### config.mk
export PLATFORM = sky130hd
export DESIGN_NAME = interrupt_controller_flat
export DESIGN_NICKNAME = d
export VERILOG_FILES = /design/src/rtl/interrupt_controller_if.sv /design/src/rtl/interrupt_controller.sv /design/src/flat_wrapper.sv
export SDC_FILE = /design/constraint.sdc
export NUM_CORES = 1
export LEC_CHECK = 0
export ABC_CLOCK_PERIOD_IN_PS = 2070
export CORE_MARGIN = 2
export CORE_UTILIZATION = 45
export CTS_CLUSTER_DIAMETER = 120
export DETAILED_ROUTE_END_ITERATION = 16
export GPL_ROUTABILITY_DRIVEN = 1
export PLACE_DENSITY = 0.91
export SETUP_SLACK_MARGIN = 0.2
export SLEW_MARGIN = 30
export SYNTH_ARGS = -nofsm -noshare
export SYNTH_HDL_FRONTEND = slang
export SYNTH_SLANG_ARGS = --single-unit
export TNS_END_PERCENT = 50
### constraint.sdc
create_clock -name clk -period 2.07 [get_ports clk]
set_input_delay 0.414 -clock clk [delete_from_list [all_inputs] [get_ports clk]]
set_output_delay 0.414 -clock clk [all_outputs]
set_load 0.1 [all_outputs]
### src/rtl/interrupt_controller_if.sv
// Handshake bundle between the interrupt controller and the control unit / I/O side.
// IRQ_MASK_EN adds the mask write port to the bundle.
interface interrupt_controller_if #(
   parameter int N_IRQ = 4,
   parameter int PC_W  = 32
);
   logic [N_IRQ-1:0] irq;
   logic             inta;
   logic             clearIntr;
   logic             userMode;
   logic             kernelMode;
   logic [PC_W-1:0]  pc;
   logic             intr;
   logic [31:0]      intrCode;
   logic [PC_W-1:0]  intrPc;
   logic             inService;
`ifdef IRQ_MASK_EN
   logic             maskWrite;
   logic [N_IRQ:0]   maskData;

   modport master (
      output irq, inta, clearIntr, userMode, kernelMode, pc, maskWrite, maskData,
      input  intr, intrCode, intrPc, inService
   );
   modport slave (
      input  irq, inta, clearIntr, userMode, kernelMode, pc, maskWrite, maskData,
      output intr, intrCode, intrPc, inService
   );
`else
   modport master (
      output irq, inta, clearIntr, userMode, kernelMode, pc,
      input  intr, intrCode, intrPc, inService
   );
   modport slave (
      input  irq, inta, clearIntr, userMode, kernelMode, pc,
      output intr, intrCode, intrPc, inService
   );
`endif
endinterface

### src/rtl/interrupt_controller.sv
// Interrupt responder: pending irq/timer sources, user-mode gating, inta acceptance.
// Optional IRQ_MASK_EN adds a per-source enable mask (reset all enabled).
module interrupt_controller #(
   parameter int N_IRQ   = 4,
   parameter int QUANTUM = 1000,
   parameter int PC_W    = 32,
   parameter int SW_CODE = 15
) (
   input logic                  clk,
   input logic                  rst,
   interrupt_controller_if.slave bus
);
   localparam int PW = N_IRQ + 1;
   localparam int TW = (QUANTUM > 1) ? $clog2(QUANTUM) : 1;

   typedef enum logic {IDLE, SERVICE} stateT;

   stateT            r_state, w_stateNext;
   logic [PW-1:0]    r_pending, w_pendingNext;
   logic [N_IRQ-1:0] r_irqPrev;
   logic             r_user, w_userNext;
   logic [TW-1:0]    r_timer, w_timerNext;
   logic             r_intr, w_intrNext;
   logic [31:0]      r_intrCode, w_intrCodeNext;
   logic [PC_W-1:0]  r_intrPc, w_intrPcNext;
   logic [PW-1:0]    w_mask, w_active, w_set, w_clear, w_selOneHot;
   logic [N_IRQ-1:0] w_irqRise;
   logic [31:0]      w_selCode;
   logic             w_accept, w_swReq, w_timerTick, w_timerWrap;

`ifdef IRQ_MASK_EN
   logic [PW-1:0] r_mask;

   always_ff @(posedge clk or negedge rst) begin
      if (!rst)               r_mask <= '1;
      else if (bus.maskWrite) r_mask <= bus.maskData;
   end
   assign w_mask = r_mask;
`else
   assign w_mask = '1;
`endif

   assign w_active    = r_pending & w_mask;
   assign w_irqRise   = bus.irq & ~r_irqPrev;
   assign w_timerTick = r_user && (r_state == IDLE) && !bus.userMode;
   assign w_timerWrap = w_timerTick && (r_timer == TW'(QUANTUM - 1));
   assign w_set       = {w_irqRise, w_timerWrap};

   // Lowest index wins, so the scan runs downward and the last hit sticks.
   always_comb begin
      w_selOneHot = '0;
      w_selCode   = '0;
      for (int i = PW - 1; i >= 0; i--) begin
         if (w_active[i]) begin
            w_selOneHot    = '0;
            w_selOneHot[i] = 1'b1;
            w_selCode      = 32'(i + 1);
         end
      end
   end

   assign w_accept      = (r_state == IDLE) && bus.inta && r_intr && (|w_active);
   assign w_swReq       = (r_state == IDLE) && bus.inta && !w_accept;
   assign w_clear       = w_accept ? w_selOneHot : '0;
   assign w_pendingNext = (r_pending & ~w_clear) | w_set;

   always_comb begin
      w_userNext = r_user;
      if (bus.userMode)                w_userNext = 1'b1;
      if (bus.kernelMode || w_accept)  w_userNext = 1'b0;
   end

   always_comb begin
      w_timerNext = r_timer;
      if (bus.userMode)      w_timerNext = '0;
      else if (w_timerWrap)  w_timerNext = '0;
      else if (w_timerTick)  w_timerNext = r_timer + 1'b1;
   end

   // intr stays low through SERVICE and on the cycle a request is taken.
   always_comb begin
      w_stateNext    = r_state;
      w_intrNext     = 1'b0;
      w_intrCodeNext = r_intrCode;
      w_intrPcNext   = r_intrPc;
      case (r_state)
         IDLE: begin
            if (bus.clearIntr) w_intrCodeNext = '0;
            if (w_accept) begin
               w_intrCodeNext = w_selCode;
               w_intrPcNext   = bus.pc;
               w_stateNext    = SERVICE;
            end else if (w_swReq) begin
               w_intrCodeNext = 32'(SW_CODE);
               w_intrPcNext   = bus.pc;
               w_stateNext    = SERVICE;
            end else begin
               w_intrNext = r_user & (|w_active);
            end
         end
         SERVICE: begin
            if (bus.clearIntr) begin
               w_intrCodeNext = '0;
               w_stateNext    = IDLE;
            end
         end
         default: w_stateNext = IDLE;
      endcase
   end

   always_ff @(posedge clk or negedge rst) begin
      if (!rst) begin
         r_state    <= IDLE;
         r_pending  <= '0;
         r_irqPrev  <= '0;
         r_user     <= 1'b0;
         r_timer    <= '0;
         r_intr     <= 1'b0;
         r_intrCode <= '0;
         r_intrPc   <= '0;
      end else begin
         r_state    <= w_stateNext;
         r_pending  <= w_pendingNext;
         r_irqPrev  <= bus.irq;
         r_user     <= w_userNext;
         r_timer    <= w_timerNext;
         r_intr     <= w_intrNext;
         r_intrCode <= w_intrCodeNext;
         r_intrPc   <= w_intrPcNext;
      end
   end

   assign bus.intr      = r_intr;
   assign bus.intrCode  = r_intrCode;
   assign bus.intrPc    = r_intrPc;
   assign bus.inService = (r_state == SERVICE);

endmodule
### src/flat_wrapper.sv
// flat-port wrapper written by rule: the top's interface ports become plain ports
module interrupt_controller_flat 
#(
   parameter int N_IRQ   = 4,
   parameter int QUANTUM = 1000,
   parameter int PC_W    = 32,
   parameter int SW_CODE = 15
)
  (clk, rst, bus_irq, bus_inta, bus_clearIntr, bus_userMode, bus_kernelMode, bus_pc, bus_intr, bus_intrCode, bus_intrPc, bus_inService);
  interrupt_controller_if #(.N_IRQ(N_IRQ), .PC_W(PC_W)) bus_i ();
  input logic clk;
  input logic rst;
  input wire logic [$bits(bus_i.irq)-1:0] bus_irq;
  input wire logic [$bits(bus_i.inta)-1:0] bus_inta;
  input wire logic [$bits(bus_i.clearIntr)-1:0] bus_clearIntr;
  input wire logic [$bits(bus_i.userMode)-1:0] bus_userMode;
  input wire logic [$bits(bus_i.kernelMode)-1:0] bus_kernelMode;
  input wire logic [$bits(bus_i.pc)-1:0] bus_pc;
  output wire logic [$bits(bus_i.intr)-1:0] bus_intr;
  output wire logic [$bits(bus_i.intrCode)-1:0] bus_intrCode;
  output wire logic [$bits(bus_i.intrPc)-1:0] bus_intrPc;
  output wire logic [$bits(bus_i.inService)-1:0] bus_inService;
  assign bus_i.irq = bus_irq;
  assign bus_i.inta = bus_inta;
  assign bus_i.clearIntr = bus_clearIntr;
  assign bus_i.userMode = bus_userMode;
  assign bus_i.kernelMode = bus_kernelMode;
  assign bus_i.pc = bus_pc;
  assign bus_intr = bus_i.intr;
  assign bus_intrCode = bus_i.intrCode;
  assign bus_intrPc = bus_i.intrPc;
  assign bus_inService = bus_i.inService;
  interrupt_controller #(.N_IRQ(N_IRQ), .QUANTUM(QUANTUM), .PC_W(PC_W), .SW_CODE(SW_CODE)) u_core (.clk(clk), .rst(rst), .bus(bus_i));
endmodule
ff_map.png
Scale bar: 20 µm. Other sequential cells in the stronger gray, the rest of the logic in the fainter gray.
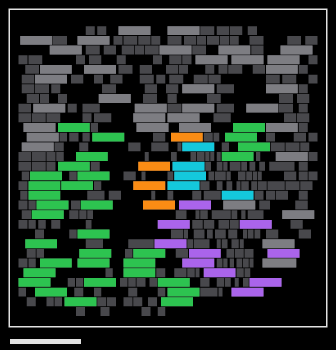
- cyan: `u_core.r_pending` (sequential cells 5; where center)
- purple: `u_core.r_timer` (sequential cells 10)
- orange: `u_core.r_irqPrev` (sequential cells 4; where center)
- green: `u_core.bus.intrCode` (sequential cells 32)
- not colored: 35
fraction of area in registers: 48.3%
Seq. pwr: 0.00194 W
post-layout util: 64.8%

closeup.png
Scale bar: 20 µm. Region (19, 37) to (69, 87) µm. Cells in gray, sequential cells in the stronger gray; small squares are vias.
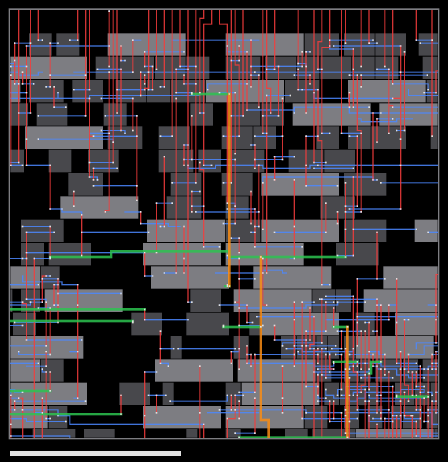
- blue: M1
- orange: M4
- red: M2
- green: M3
- cells with their middle in the window: 125
- sequential cells in the window: 30
- most frequent: dfrtp_1 (30), buf_4 (20), clkdlybuf4s50_1 (18)
- netlist names of flops here include: `u_core.bus.intrPc` (16), `u_core.bus.intrCode` (7), `u_core.r_pending` (4)

==> GITHUB_STEP_SUMMARY <==
## Implementation flow summary

| Metric | Value |
|---|---|
| Status | finished clean |
| Largest net degree at the start of global routing | 53 |
| Post-synth EDFFs | 0 |
| Max Cap Violations | 0 |
| Flops | 86 |
| CP startpoint kind | flip-flop |
| Pwr dens | 1080 mW/mm² |
| # IOs | 108 |
| Fmax | 578 MHz |
| Routing usage on met1 | 22.3% |
| CTS resizes | 0 |
| Signal inverters | 8 |
| Endpoint class of the critical path | flip-flop |
| Post-route setup TNS | 0 ps |
| Layout Skew | 6.35 ps |
| ANT nets after route | 0 |
| Min-delay worst type | input pin to asynchronous set/reset pin |
| Crit-path max cell delay | 400 ps |
| Nets | 396 |
| First-pass iteration count of the detailed router | 4 |
| Met3 Use GR | 7.46% |
| Clock buffer cells | 10 |
| Flop area | 0.00215 mm² |
| Asr flop ratio synth | 100% |
| Logic area | 0.00102 mm² |
| NonClk Buf Share | 21.5% |
| Buffers excl. clock | 111 |
| Starting DRT DRC Count | 117 |
| Worst Path Arrival | 1960 ps |
| Worst Max-Slew Pin Slew | 497 ps |
| Levels on crit path | 5 |
| Count of final max-slew check failures | 0 |
| Top area cell types | dfrtp_1, mux2_2, and2_1 |
| GR Util met2 | 26.7% |
| Slowest cell on crit path | dfrtp_1 |
| Synthesized area | 0.00323 mm² |
| Post-synth seq share | around two thirds |
| Required @ worst endpoint | approximately 2300 ps |
| Worst Path Buf+Inv | 0 |
| R2r startpoint | u_core.r_timer[0] |
| Most numerous logic cells after layout | dfrtp_1, buf_4, clkdlybuf4s50_1, mux2_2, and2_1 |
| Total grt overflow | 0 |
| Ys cells | 239 |
| RSZ-0062 raised after global routing | false |
| Register-to-register setup slack | 340 ps |
| Initial antenna violation count | 0 |
| Worst r2r dst | u_core.r_timer[8] |
| Late-Pin Clk Latency | 340 ps |
| Post-CTS setup buffer count | 0 |
| Count leader, synth | dfrtp_1 |
| Cts hold-fix bufs | 0 |
| Die Span Y | 88.8 µm |
| Pre-CTS setup slack | 53.1 ps |
| CTS root buf | clkbuf_8 |
| CTS tree | built |
| Avg Inst Size Synth | 13.5 µm² |
| Max layer used | met4 |
| Synth warn | 0 |
| DP Cell Count | 438 |
| Antenna diodes | 0 |
| H-tree levels | 3 |
| Commonest flop | dfrtp_1 |
| Chip width | 88.8 µm |
| Placed instance area | 0.00428 mm² |
| Global-route total usage across every layer | between 15 and 20% |
| R2r worst-path depth | 5 |
| CTS sink cnt | around 86 |
| Crit path launch | u_core.r_timer[0] |
| WL met1 | 2780 µm |
| Fin crit share | a little over four fifths |
| Share of layout cells above drive strength 1 | 35.8% |
| Tapcells | 96 |
| Routed wire per std cell | roughly 15 µm |
| Comb/total area | between 20% and 30% |
| Row count | 30 |
| Finished Layout Cells | between 400 and 500 |
| Multi-input gates | 137 |
| DRC Markers | 0 |
| Tool warning count | 26 |
| Routed wl met2 | about 3200 µm |
| First-pass GRT wire length | 10400 µm |
| Area leader, netlist | dfrtp_1 |
| Endpoints failing hold | 0 |
| Critical path destination | u_core.r_timer[8] |
| Total Wirelength | approximately 6600 µm |
| Worst vdd rail ir drop | 0.593 mV |
| Clk pin slew, worst setup/hold paths | ~80 ps |
| Critical path cell sequence | ha_1, nand3b_1, o31a_1, and3_1, a221o_1 |
| Worst Slack Setup Final | 341 ps |
| Floorplan Nets | 282 |
| Synth cell count leaders | dfrtp_1, mux2_2, and2_1, o21ai_0, nand2_1 |
| Routed via count | 2229 |
| Vias/cell | 4.91 |
| Pwr Total | 0.00480 W |
| Max Root-Sink Buffers | 2 |
| Gate Count Post-Synth | 239 |
| IO Port Bufs | 107 |
| Area Overhead vs Synth | 37.8% |
| Leak | 2.11 nW |
| Max_slew headroom | 66.6% |
| Kind of critical path | flip-flop to flip-flop |
| Hold Slack | 6.80 ps |
| Cell Type Count | 40 |
| Setup Viol. Count Final | 0 |
| Design area | 0.00445 mm² |
| Area share, top type | 66.6% |
clock_nets.png
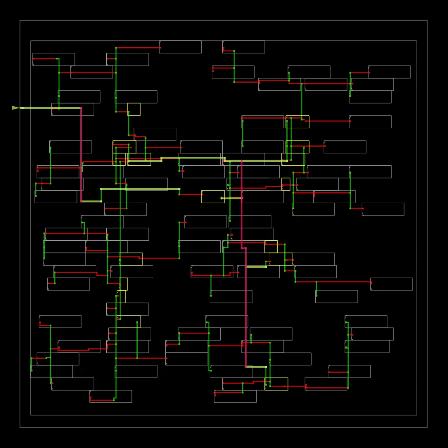
CTS Buf Count: 9
P_clk: 0.00103 W

==> kinds of logic (layout without fill, tap and decap cells) <==
group,count (synthesis),in the layout,share of synthesized area (%)
buffers and inverters,16,135,2.21
flip-flops,86,86,66.6
adder cells (fa/ha/maj),1,1,0.387
XOR/XNOR,2,2,0.542
AND-OR/OR-AND,31,31,6.15
multiplexers,33,33,11.5
AND/OR/NAND/NOR,70,70,12.7
==> worst register-to-register path, delay by kind of cell (launching register included) <==
kind | cells | cell delay (ps)
AOI/OAI and AO/OA | 2 | 630
DFF | 1 | 400
and+or+nand+nor | 2 | 360
adders and majority gates | 1 | 240
==> where the power goes <==
group	internal [W]	leakage, nW	switching, W
sequential	0.00185	1.09	0.0000958
clock	0.000462	0.0841	0.000565
combinational	0.000426	0.939	0.00141
total	0.00273	2.11	0.00207
No activity file was given, so power comes from the tool's default toggle rates.
